`src/rtl/circle_cmd_ctrl.sv`:
```
// circle_cmd_ctrl
// Turns keypad presses into position/size commands for the VGA circle
// renderer. Each rising edge of key_ready with a valid code is queued in a
// 4-deep FIFO. At most one update is applied per frame, at the frame tick
// (vertical blank), so the drawn circle never tears mid-frame. All results
// are clamped so the circle stays fully on the 640x480 screen. When the
// queue is empty and auto_en is set, the circle bounces around on its own.

module circle_cmd_ctrl #(
   parameter int X_INIT    = 320,
   parameter int Y_INIT    = 240,
   parameter int R_INIT    = 15,
   parameter int STEP_XY   = 20,
   parameter int STEP_R    = 5,
   parameter int R_MIN     = 5,
   parameter int R_MAX     = 200,
   parameter int AUTO_STEP = 2,
   parameter int H_RES     = 640,
   parameter int V_RES     = 480
) (
   input  logic       clk,
   input  logic       rst,
   input  logic [4:0] key_code,
   input  logic       key_ready,
   input  logic       frame_tick,
   input  logic       auto_en,
   output logic [9:0] cx,
   output logic [8:0] cy,
   output logic [9:0] radius,
   output logic [2:0] pending,
   output logic       overflow
);

   typedef enum logic [1:0] {
      ST_IDLE,
      ST_FETCH,
      ST_APPLY,
      ST_AUTO
   } state_t;

   typedef enum logic [2:0] {
      CMD_LEFT,
      CMD_RIGHT,
      CMD_UP,
      CMD_DOWN,
      CMD_SHRINK,
      CMD_GROW,
      CMD_CENTRE
   } cmd_t;

   // 12-bit signed working range: large enough that no intermediate sum or
   // difference of the 10-bit quantities can wrap.
   localparam logic signed [11:0] C_X_INIT  = 12'(X_INIT);
   localparam logic signed [11:0] C_Y_INIT  = 12'(Y_INIT);
   localparam logic signed [11:0] C_R_INIT  = 12'(R_INIT);
   localparam logic signed [11:0] C_STEP_XY = 12'(STEP_XY);
   localparam logic signed [11:0] C_STEP_R  = 12'(STEP_R);
   localparam logic signed [11:0] C_R_MIN   = 12'(R_MIN);
   localparam logic signed [11:0] C_R_MAX   = 12'(R_MAX);
   localparam logic signed [11:0] C_AUTO    = 12'(AUTO_STEP);
   localparam logic signed [11:0] C_HI_X    = 12'(H_RES - 1);
   localparam logic signed [11:0] C_HI_Y    = 12'(V_RES - 1);

   // ------------------------------------------------------------------
   // State
   // ------------------------------------------------------------------
   state_t      r_state;
   state_t      w_state_nxt;

   logic        r_key_ready_d;
   cmd_t        r_fifo [4];
   logic [1:0]  r_wr_ptr;
   logic [1:0]  r_rd_ptr;
   logic [2:0]  r_count;
   logic        r_overflow;
   cmd_t        r_cmd;

   logic [9:0]  r_cx;
   logic [8:0]  r_cy;
   logic [9:0]  r_radius;
   logic        r_dir_x;   // 1 = moving toward +x
   logic        r_dir_y;   // 1 = moving toward +y

   // ------------------------------------------------------------------
   // Combinational signals
   // ------------------------------------------------------------------
   logic        w_key_valid;
   cmd_t        w_key_cmd;
   logic        w_push;
   logic        w_pop;
   logic        w_full;
   logic        w_push_ok;

   logic signed [11:0] w_cx_s;
   logic signed [11:0] w_cy_s;
   logic signed [11:0] w_r_s;
   logic signed [11:0] w_max_x;
   logic signed [11:0] w_max_y;
   logic signed [11:0] w_room_r;
   logic signed [11:0] w_room_d;
   logic signed [11:0] w_left;
   logic signed [11:0] w_right;
   logic signed [11:0] w_up;
   logic signed [11:0] w_down;
   logic signed [11:0] w_shrink;
   logic signed [11:0] w_ax_pos;
   logic signed [11:0] w_ax_neg;
   logic signed [11:0] w_ay_pos;
   logic signed [11:0] w_ay_neg;
   logic signed [11:0] w_grow;

   logic signed [11:0] w_cx_nxt;
   logic signed [11:0] w_cy_nxt;
   logic signed [11:0] w_r_nxt;
   logic               w_dir_x_nxt;
   logic               w_dir_y_nxt;
   logic               w_load;

   // Clamping keeps every result in range, so the top bits of the working
   // values are always zero when loaded; they are collected here only so
   // they are visibly accounted for.
   logic               w_unused;
   assign w_unused = ^{w_cx_nxt[11:10], w_cy_nxt[11:9], w_r_nxt[11:10]};

   // ------------------------------------------------------------------
   // Key capture
   // ------------------------------------------------------------------

   // Map the keypad code to a command; unknown codes are flagged invalid.
   // NOTE: combinational blocks assign every output a default first so no
   // path leaves a signal unassigned, which would infer a latch.
   always_comb begin
      w_key_valid = 1'b1;
      w_key_cmd   = CMD_LEFT;
      case (key_code)
         5'h0C:   w_key_cmd = CMD_LEFT;
         5'h0E:   w_key_cmd = CMD_RIGHT;
         5'h09:   w_key_cmd = CMD_UP;
         5'h11:   w_key_cmd = CMD_DOWN;
         5'h10:   w_key_cmd = CMD_SHRINK;
         5'h12:   w_key_cmd = CMD_GROW;
         5'h0D:   w_key_cmd = CMD_CENTRE;
         default: w_key_valid = 1'b0;
      endcase
   end

   // Remember last cycle's key_ready so a held key yields a single command.
   // NOTE: clocked state uses non-blocking assignments so every register
   // samples pre-edge values regardless of block ordering.
   always_ff @(posedge clk) begin
      if (rst) r_key_ready_d <= 1'b0;
      else     r_key_ready_d <= key_ready;
   end

   assign w_push    = key_ready && !r_key_ready_d && w_key_valid;
   assign w_pop     = (r_state == ST_FETCH) && (r_count != 3'd0);
   assign w_full    = (r_count == 3'd4);
   // A push while full still fits if the head leaves in the same cycle.
   assign w_push_ok = w_push && (!w_full || w_pop);

   // ------------------------------------------------------------------
   // Command FIFO
   // ------------------------------------------------------------------

   // FIFO storage write port.
   // NOTE: the storage array has no reset; validity is tracked entirely by
   // the pointers and count, which are reset.
   always_ff @(posedge clk) begin
      if (w_push_ok) r_fifo[r_wr_ptr] <= w_key_cmd;
   end

   // FIFO pointers, occupancy and the sticky drop flag.
   always_ff @(posedge clk) begin
      if (rst) begin
         r_wr_ptr   <= 2'd0;
         r_rd_ptr   <= 2'd0;
         r_count    <= 3'd0;
         r_overflow <= 1'b0;
      end else begin
         if (w_push_ok) r_wr_ptr <= r_wr_ptr + 2'd1;
         if (w_pop)     r_rd_ptr <= r_rd_ptr + 2'd1;
         if (w_push_ok && !w_pop)      r_count <= r_count + 3'd1;
         else if (!w_push_ok && w_pop) r_count <= r_count - 3'd1;
         if (w_push && !w_push_ok)     r_overflow <= 1'b1;
      end
   end

   // Latch the queue head while fetching so APPLY works from a stable copy.
   always_ff @(posedge clk) begin
      if (rst)        r_cmd <= CMD_LEFT;
      else if (w_pop) r_cmd <= r_fifo[r_rd_ptr];
   end

   // ------------------------------------------------------------------
   // Sequencer
   // ------------------------------------------------------------------

   // State register.
   always_ff @(posedge clk) begin
      if (rst) r_state <= ST_IDLE;
      else     r_state <= w_state_nxt;
   end

   // Next-state: leave IDLE only on a frame tick; ticks elsewhere are ignored.
   always_comb begin
      w_state_nxt = r_state;
      case (r_state)
         ST_IDLE: begin
            if (frame_tick) begin
               if (r_count != 3'd0) w_state_nxt = ST_FETCH;
               else if (auto_en)    w_state_nxt = ST_AUTO;
            end
         end
         ST_FETCH: w_state_nxt = ST_APPLY;
         ST_APPLY: w_state_nxt = ST_IDLE;
         ST_AUTO:  w_state_nxt = ST_IDLE;
         default:  w_state_nxt = ST_IDLE;
      endcase
   end

   // ------------------------------------------------------------------
   // Geometry datapath
   // ------------------------------------------------------------------

   assign w_cx_s   = $signed({2'b00, r_cx});
   assign w_cy_s   = $signed({3'b000, r_cy});
   assign w_r_s    = $signed({2'b00, r_radius});

   assign w_max_x  = C_HI_X - w_r_s;     // largest cx keeping the circle on screen
   assign w_max_y  = C_HI_Y - w_r_s;
   assign w_room_r = C_HI_X - w_cx_s;    // distance to the right / bottom edges
   assign w_room_d = C_HI_Y - w_cy_s;

   assign w_left   = w_cx_s - C_STEP_XY;
   assign w_right  = w_cx_s + C_STEP_XY;
   assign w_up     = w_cy_s - C_STEP_XY;
   assign w_down   = w_cy_s + C_STEP_XY;
   assign w_shrink = w_r_s - C_STEP_R;

   assign w_ax_pos = w_cx_s + C_AUTO;
   assign w_ax_neg = w_cx_s - C_AUTO;
   assign w_ay_pos = w_cy_s + C_AUTO;
   assign w_ay_neg = w_cy_s - C_AUTO;

   // Grown radius limited by R_MAX and by the distance to every screen edge.
   always_comb begin
      w_grow = w_r_s + C_STEP_R;
      if (w_grow > C_R_MAX)  w_grow = C_R_MAX;
      if (w_grow > w_cx_s)   w_grow = w_cx_s;
      if (w_grow > w_cy_s)   w_grow = w_cy_s;
      if (w_grow > w_room_r) w_grow = w_room_r;
      if (w_grow > w_room_d) w_grow = w_room_d;
   end

   // Select the new geometry for APPLY (queued command) or AUTO (bounce).
   always_comb begin
      w_cx_nxt    = w_cx_s;
      w_cy_nxt    = w_cy_s;
      w_r_nxt     = w_r_s;
      w_dir_x_nxt = r_dir_x;
      w_dir_y_nxt = r_dir_y;
      w_load      = 1'b0;
      case (r_state)
         ST_APPLY: begin
            w_load = 1'b1;
            case (r_cmd)
               CMD_LEFT:   w_cx_nxt = (w_left  < w_r_s)   ? w_r_s   : w_left;
               CMD_RIGHT:  w_cx_nxt = (w_right > w_max_x) ? w_max_x : w_right;
               CMD_UP:     w_cy_nxt = (w_up    < w_r_s)   ? w_r_s   : w_up;
               CMD_DOWN:   w_cy_nxt = (w_down  > w_max_y) ? w_max_y : w_down;
               CMD_SHRINK: w_r_nxt  = (w_shrink < C_R_MIN) ? C_R_MIN : w_shrink;
               CMD_GROW:   w_r_nxt  = w_grow;
               CMD_CENTRE: begin
                  w_cx_nxt = C_X_INIT;
                  w_cy_nxt = C_Y_INIT;
                  w_r_nxt  = C_R_INIT;
               end
               default: ;
            endcase
         end
         ST_AUTO: begin
            w_load = 1'b1;
            // On crossing a bound, park on the bound and reverse that axis.
            if (r_dir_x) begin
               if (w_ax_pos > w_max_x) begin
                  w_cx_nxt    = w_max_x;
                  w_dir_x_nxt = 1'b0;
               end else begin
                  w_cx_nxt = w_ax_pos;
               end
            end else begin
               if (w_ax_neg < w_r_s) begin
                  w_cx_nxt    = w_r_s;
                  w_dir_x_nxt = 1'b1;
               end else begin
                  w_cx_nxt = w_ax_neg;
               end
            end
            if (r_dir_y) begin
               if (w_ay_pos > w_max_y) begin
                  w_cy_nxt    = w_max_y;
                  w_dir_y_nxt = 1'b0;
               end else begin
                  w_cy_nxt = w_ay_pos;
               end
            end else begin
               if (w_ay_neg < w_r_s) begin
                  w_cy_nxt    = w_r_s;
                  w_dir_y_nxt = 1'b1;
               end else begin
                  w_cy_nxt = w_ay_neg;
               end
            end
         end
         default: ;
      endcase
   end

   // Geometry and bounce-direction registers, updated once per applied frame.
   always_ff @(posedge clk) begin
      if (rst) begin
         r_cx     <= 10'(X_INIT);
         r_cy     <= 9'(Y_INIT);
         r_radius <= 10'(R_INIT);
         r_dir_x  <= 1'b1;
         r_dir_y  <= 1'b1;
      end else if (w_load) begin
         r_cx     <= w_cx_nxt[9:0];
         r_cy     <= w_cy_nxt[8:0];
         r_radius <= w_r_nxt[9:0];
         r_dir_x  <= w_dir_x_nxt;
         r_dir_y  <= w_dir_y_nxt;
      end
   end

   assign cx       = r_cx;
   assign cy       = r_cy;
   assign radius   = r_radius;
   assign pending  = r_count;
   assign overflow = r_overflow;

endmodule

```
`config.mk`:
```
export PLATFORM = sky130hd
export DESIGN_NAME = circle_cmd_ctrl
export DESIGN_NICKNAME = d
export VERILOG_FILES = /design/src/rtl/circle_cmd_ctrl.sv
export SDC_FILE = /design/constraint.sdc
export NUM_CORES = 1
export LEC_CHECK = 0
export CORE_MARGIN = 2
export CORE_UTILIZATION = 45
export DETAILED_ROUTE_END_ITERATION = 12
export GPL_ROUTABILITY_DRIVEN = 1
export GPL_TIMING_DRIVEN = 0
export PLACE_DENSITY = 0.67
export SETUP_SLACK_MARGIN = 0.3
export SLEW_MARGIN = 20
export SYNTH_ARGS = -nofsm -noshare
export SYNTH_HDL_FRONTEND = slang
export SYNTH_SLANG_ARGS = --single-unit
```
`constraint.sdc`:
```
create_clock -name clk -period 9.5 [get_ports clk]
set_input_delay 1.9 -clock clk [delete_from_list [all_inputs] [get_ports clk]]
set_output_delay 1.9 -clock clk [all_outputs]
set_load 0.01 [all_outputs]
```
==> run_1/clk_routes.png <==
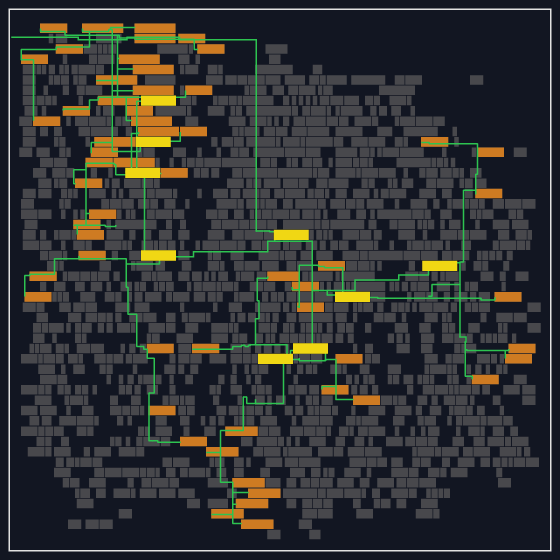
[flip-flops] orange | count: 57
[clock wires] green | length: 1120 um
[clock drivers] yellow | count: 9
flops lie: all over the die
routed clock nets: 10

==> run_1/placement_by_type.png <==
Bar = 50 um. Fill, decap, tap and diode cells in grey.
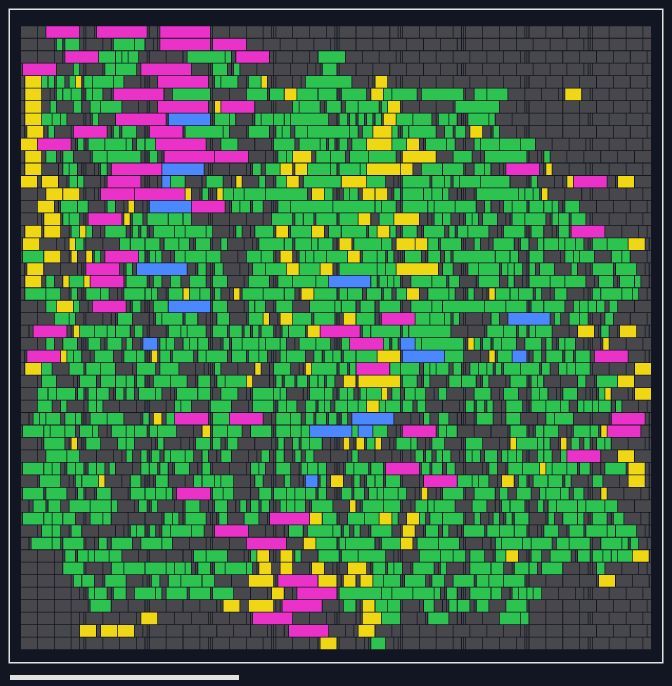
| class | colour | cells | share of their area |
|---|---|---|---|
| combinational and other logic | green | 1008 | 73% |
| other buffers and delay cells | yellow | 153 | 12% |
| flops | magenta | 57 | 12% |
| clock drivers and dummy loads | blue | 16 | 2.9% |
sequential portion of the cell area: 0.121
Core Util, Final: 0.572
core region area: 18700 sq um

==> job_summary.md, run 1 <==
### Metrics collected by this job

| Metric | Value |
|---|---|
| Yosys cell types | ~80 |
| Clk sinks | 57 |
| Combinational gate area | around 7400 sq um |
| Unrepaired setup endpoints after global routing | true |
| Critical path startpoint category | flop |
| Placed insts | 1401 |
| Most instantiated logic cells after routing | ha_1, nor2_1, nand2_1, o21ai_0, a21oi_1 |
| Slew HR | 0.308 |
| Final number of setup-violating endpoints | 0 |
| TritonCTS clock tree | yes |
| Pleak | about 0.0044 uW |
| DRT Pass-1 Iters | 8 |
| GRT Overall Usage | 0.307 |
| Share of cells above drive strength 1 | 0.161 |
| Post-layout min period | 9340 ps |
| Chip footprint | just over 20000 sq um |
| Initial antenna violation count | 0 |
| Sequential fraction of the synthesis area | 0.147 |
| Hold WS | 479 ps |
| Reg area | between 1000 and 1500 sq um |
| Die H | approximately 140 um |
| Worst Hold Class | flop to flop |
| Initial core utilization | 0.459 |
| Pwr dens | about 130 nW/um^2 |
| Critical path class | flop to flop |
| Critical Path Sink Type | flop |
| Clock skew | 9.48 ps |
| Root Driver | clkbuf_16 |
| FF+latch count, synth | around 57 |
| Mean routed wirelength per cell | between 20 and 25 um |
| Die X-Extent | ~140 um |
| Cts bufs inserted | 9 |
| Fillers | around 1700 |
| Syn Area/Cell | ~7.6 sq um |
| Post-synthesis async set-or-reset flop share | 0 |
| Max-Cap Viols | 0 |
| Initial DRC Count | 813 |
| Post-synth EDFFs | 12 |
| Worst path max stage delay | 550 ps |
| H-tree levels | 3 |
| Worst Max-Slew Pin Slew | ~1000 ps |
| Top cells by area | ha_1, dfxtp_1, xnor2_1, a21oi_1, o21ai_0 |
| DRC | 0 |
| Post-DP HPWL | about 24000 um |
| Cell taking the most area after synthesis | ha_1 |
| Ports | approximately 43 |
| Routed vias/inst | 6.46 |
| ANT nets after route | 0 |
| Critical-path top delay cell | or4_4 |
| YS chip area | between 8000 and 9000 sq um |
| Status | finished, final reports clean |
| Synthesis Warnings | 0 |
| Tool warning count | ~53 |
| Final Hold Violating Endpoints | 0 |
| Cycle use final | 0.983 |
| Max Clock Freq | approximately 110 MHz |
| RD Place Congestion | 1.07 |
| Synth top area share | 0.205 |
| Clk ins delay skew pair | 340 ps |
| First-pass GRT wire length | 47900 um |
| Max Slew Vio Count | 0 |
| Clock Pin Slew Worst Setup and Hold Paths | about 60 ps |
| CP max FO | 8 |
| Cells in synth_stat.txt | about 1100 |
| Most frequent logic cell in the layout | ha_1 |
| Worst path required time | between 9000 and 10000 ps |
| CP Data Arrival Time | about 9500 ps |
| GRT overflow | 0 |
| PortBufs | approximately 42 |
| Layout area overhead | 24.5% |
| Pin count of the biggest net entering global routing | 13 |
| Vias in the first global route | ~9000 |
| CTS max path bufs | 2 |
| Non-Filler Instances | around 1500 |
| Maximum vdd drop | slightly above 90 uV |
| Post-synthesis instance area | 8590 sq um |
==> run_1/layer_met2.png <==
Bar = 50 um.
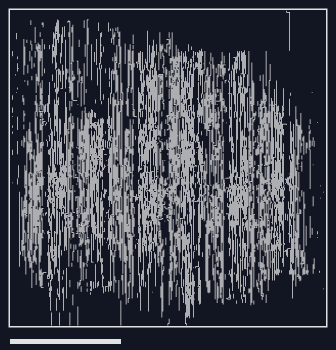
share of all routed wire: 45%
main direction: vertical
Via Count: 9481
met2 Use GR: 0.503
WL final: 32500 um

==> run_1/placement.png <==
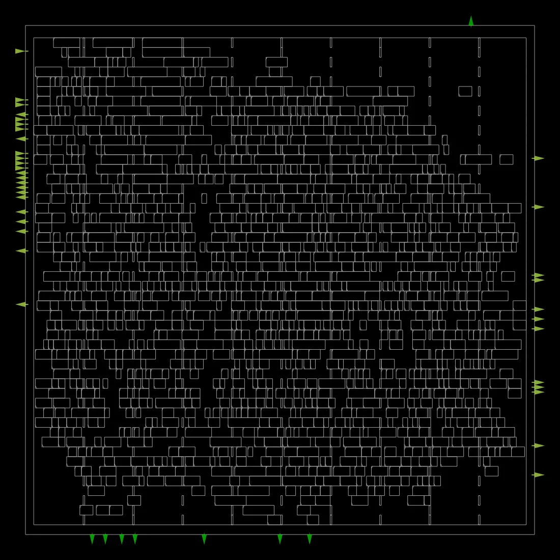
row count: 50
Flops: 57

run 1: worst paths after layout:
kind / slack (ps) / cells after the start / endpoint / startpoint
worst max-delay path: 160 / 45 / radius[7] / radius[1]
worst min-delay path: 480 / 2 / overflow / overflow
worst max register to register: 160 / 45 / radius[7] / radius[1]
worst min register to register: 480 / 2 / overflow / overflow
run 1: registers in the layout, summed over array words and instances (netlist names):
register       count
radius            10
r_key_ready_d      1
cx                10
overflow           1
pending            3
r_cmd              3
r_fifo            12
r_dir_x            1
r_dir_y            1
r_rd_ptr           2
r_wr_ptr           2
cy                 9
r_state            2
run 1: timing repair:
action / 4_1_cts / 5_1_grt
cloned: 0 / 2
endpoints found under the setup margin: 10 / 10
hold buffers: 0 / 0
resized: 72 / 77
pin swaps: 10 / 39
buffers inserted: 20 / 29
run 1: cell type report:
type	count	area share
Buffer	60	0.0333
Clock buffer	9	0.0211
Clock inverter	7	0.00725
Inverter	62	0.0222
Multi-Input combinational cell	946	0.688
Sequential cell	57	0.121
Tap cell	234	0.0274
Timing Repair Buffer	93	0.0799
run 1: metal layers:
| metal | up-vias | GRT usage | routed length, um |
|---|---|---|---|
| li1 | 4336 | - | - |
| met1 | 4438 | 0.397 | 13100 |
| met2 | 562 | 0.503 | 14700 |
| met3 | 145 | 0.0407 | 2800 |
| met4 | 0 | 0.149 | 1830 |
| met5 | - | 0 | 0 |
run 1: cells in the mapped netlist (6+ instances only):
cell type  count
o221ai_1       7
nor3_1        15
mux2_2        14
a21oi_1       83
inv_1         56
clkinv_1       6
o211ai_1       8
mux2i_1       31
and3_1        14
edfxtp_1      12
o21ai_0       82
and2_1        17
o21a_1        20
clkbuf_1      41
buf_2          8
xnor2_1       57
nand2_1       78
buf_1          8
o22ai_1        9
nor4_1         8
xor2_1        10
dfxtp_1       45
a21o_1        21
nand4_1       15
nor2_1       106
ha_1         141
nand2b_1      15
a211oi_1      13
nor2b_1       18
a31oi_1       14
a211o_1        6
nand3_1       34
run 1: critical path: cells and delay by family (launching register included):
family | cells | cell delay [ps]
AND-OR/OR-AND | 24 | 5100
adder cells (fa/ha/maj) | 5 | 1190
buffers and inverters | 8 | 1110
AND/OR/NAND/NOR | 7 | 1030
multiplexers | 1 | 380
flip-flops | 1 | 370
run 1: cells by family (layout without fill, tap and decap cells):
group / count (synthesis) / after routing / synth area share
muxes: 48 / 48 / 0.0623
adders and majority gates: 142 / 142 / 0.208
xor gates and xnor gates: 67 / 67 / 0.0683
other: 1 / 3 / 0.000437
AOI/OAI and AO/OA: 340 / 340 / 0.260
and+or+nand+nor: 346 / 346 / 0.197
buffers and inverters: 122 / 231 / 0.0571
DFF: 57 / 57 / 0.147
run 1: power by group:
part	switching, uW	internal [uW]
clock	137	205
sequential	14.6	254
combinational	411	363
run 1: through the flow:
stage	power [uW]	utilization	cell area [sq um]	TNS, ps	setup slack [ps]
finish	1390	0.572	10700	0	159
CTS	1230	0.537	10000	0	321
floorplan	673	-	8610	0	312
detailed placement	822	0.499	9330	-12450	-1380
global placement	815	0.499	9330	-12070	-1340
global route	1460	0.572	10700	-71.8	-36.5
==> run 1 -> run 2 <==
Settings changed: CORE_UTILIZATION 45 to 30, PLACE_DENSITY 0.67 to 0.49.
==> run_2/placement.png <==
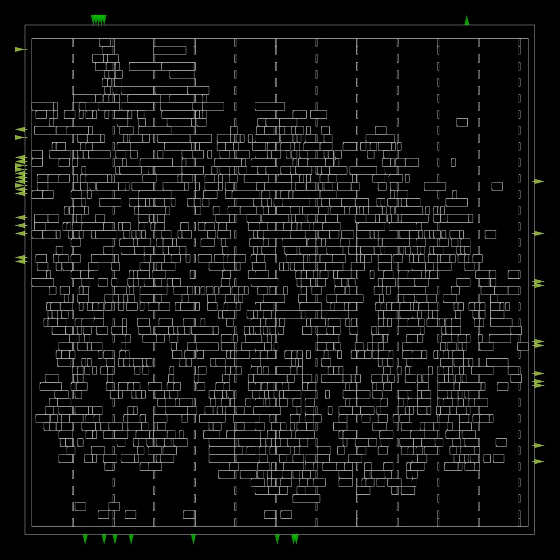
sequential portion of the cell area: 0.119
core region area: 28000 sq um
row count: 61
tap cells: 378
Non-Filler Instances: 1608

==> job_summary.md, run 2 <==
### Metrics collected by this job

| Metric | Value |
|---|---|
| Status | finished, final reports clean |
| Worst reg2reg path endpoint | radius[0] |
| Cycle use final | 0.978 (-0.00527) |
| Critical path startpoint category | flop |
| Initial core utilization | 0.307 (-0.153) |
| Pwr dens | 130 nW/um^2 (+0.12%) |
| Pre-CTS setup slack | -1680 ps (-304 ps) |
| Clock Pin Slew Worst Setup and Hold Paths | 70 ps (about the same) |
| Post-DP HPWL | 26400 um (+10%) |
| Post-synth EDFFs | 12 (unchanged) |
| Cts bufs inserted | 9 (unchanged) |
| ANT nets after route | 0 (unchanged) |
| Unrepaired setup endpoints after global routing | true |
| Routed vias/inst | 5.70 (-12%) |
| Max Clock Freq | 108 MHz (+0.54%) |
| Hold endpoint | overflow |
| CP delay by family, top | AND-OR/OR-AND gates |
| Post-synthesis async set-or-reset flop share | 0 (unchanged) |
| Vias in the first global route | 8832 (+0.59%) |
| Top cells by area | ha_1, dfxtp_1, xnor2_1, a21oi_1, o21ai_0 |
| Synth top area share | 0.205 (unchanged) |
| Via Count | 9158 (-3.4%) |
| R2r setup slk | 210 ps (+50 ps) |
| Final Hold Violating Endpoints | 0 (unchanged) |
| Clk ins delay skew pair | 350 ps (about the same) |
| Pin count of the biggest net entering global routing | 13 (unchanged) |
| RD Place Congestion | 0.950 (-11%) |
| GRT Overall Usage | 0.223 (-0.0834) |
| Worst Max-Slew Pin Slew | 1150 ps (+121 ps) |
| DRT Pass-1 Iters | 6 (-2) |
| Most instantiated logic cells after routing | ha_1, nor2_1, nand2_1, a21oi_1, o21ai_0 |
| Pleak | 0.00441 uW (-0.28%) |
| Die X-Extent | 173 um (+22%) |
| Final number of setup-violating endpoints | 0 (unchanged) |
| CTS Hold Bufs | 0 (unchanged) |
| PortBufs | 42 (unchanged) |
| Initial DRC Count | 799 (-1.7%) |
| Synthesis Warnings | 0 (unchanged) |
| Max FFs per register | 12 (unchanged) |
| Max Slew Vio Count | 0 (unchanged) |
| CP Launch Point | radius[0] |
| Placed cell area | 9510 sq um (+1.9%) |
| Tot Pwr | 1400 uW (+1.2%) |
| H-tree levels | 3 (unchanged) |
| Critical path class | flop to flop |
| First-pass GRT wire length | 51600 um (+7.9%) |
| YS chip area | 8590 sq um (unchanged) |
| Root Driver | clkbuf_16 |
| Mean routed wirelength per cell | 21.6 um (-2.3%) |
| Cells in synth_stat.txt | 1123 (unchanged) |
| R2R depth | 46 (+2.2%) |
| Sequential fraction of the synthesis area | 0.147 (unchanged) |
| Setup WS post-layout | 209 ps (+50.0 ps) |
| Worst path required time | 9750 ps (+70 ps) |
| Share of cells above drive strength 1 | 0.153 (-0.00842) |
| Tool warning count | 53 (unchanged) |
| Most frequent logic cell in the layout | ha_1 |
| Die H | 173 um (+22%) |
| FF+latch count, synth | 57 (unchanged) |
| Reg2reg start | radius[0] |
| Max-Cap Viols | 0 (unchanged) |
| Synth top cells by count | ha_1, nor2_1, a21oi_1 |
| Clk sinks | 57 (unchanged) |
| TritonCTS clock tree | yes |
| Worst path max stage delay | 500 ps (-50 ps) |
| Layout area overhead | 25.9% |
==> run_2/placement_by_type.png <==
Bar = 50 um. Fill, decap, tap and diode cells in grey.
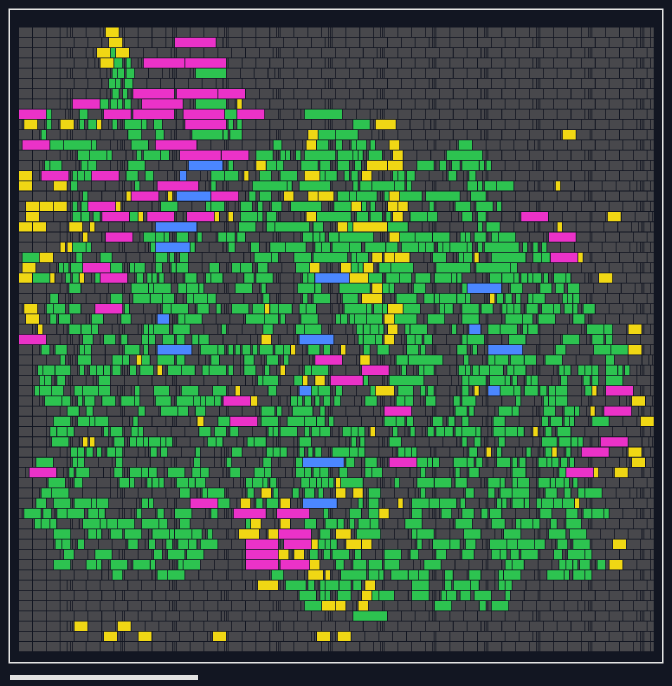
| class | colour | cells | share of their area |
|---|---|---|---|
| other buffers and delay cells | yellow | 149 | 11% |
| clock drivers and dummy loads | blue | 16 | 3.1% |
| flops | magenta | 57 | 12% |
| combinational and other logic | green | 1008 | 73% |
Core Util, Final: 0.386
Design Area, Final: 10800 sq um

==> run 2: cell counts after synthesis <==
No cell type changed its count.
==> run 2: final cells by class <==
cell class                      instances  area [sq um]  share of cell area
Multi-Input combinational cell        946          7340               0.679
Sequential cell                        57          1290               0.119
Timing Repair Buffer                   89           791              0.0731
Tap cell                              378           473              0.0437
Buffer                                 60           362              0.0334
Inverter                               62           238              0.0220
Clock buffer                            9           225              0.0208
Clock inverter                          7           100             0.00925
==> run 2: logic make-up after synthesis <==
group,share of synthesized area
xor+xnor,0.0683
compound gates,0.260
fa+ha+maj,0.208
flops,0.147
simple gates,0.197
other cells,0.000437
mux,0.0623
buf+inv,0.0571
==> run 2: through the flow <==
step                 util  hold WS, ps  setup TNS, ps
global route        0.386          538           -351
floorplan               -          505              0
global placement    0.339          471         -15050
CTS                 0.372          489              0
finish              0.386          480              0
detailed placement  0.339          468         -14680
==> run 2: timing repair <==
item,4_1_cts,5_1_grt
cloned,2,0
endpoints found under the setup margin,10,10
buffers inserted,31,14
pin swaps,24,38
gates resized,87,54
==> run 2: routing by layer <==
metal  share of wire  GRT usage  vias to the layer above
li1                -          -                     4319
met1            0.45      0.297                     4424
met2            0.46      0.368                      339
met3           0.051     0.0270                       76
met4           0.037     0.0869                        0
met5               0          0                        -
==> run 2: power breakdown <==
group | switching [uW] | total [uW] | internal (uW)
clock network | 142 | 375 | 233
registers | 14.7 | 269 | 254
logic | 407 | 759 | 352
==> run 2: how the worst max path moves through the flow <==
| stage | end | slack, ps | cells past startpoint |
|---|---|---|---|
| final | radius[0] | 210 | 46 |
| after detailed placement | radius[8] | -1680 | 43 |
| after global routing | radius[8] | -80 | 48 |
| after CTS | radius[0] | 310 | 46 |
| after global placement | radius[8] | -1740 | 42 |
| after floorplan | radius[8] | 310 | 45 |
==> run 2: worst min-delay path: stages (launching register included) <==
cell and delay [ps]:
dfxtp_1 330, nor2_1 50, nor2_1 70
No activity file was given, so power comes from the tool's default toggle rates.
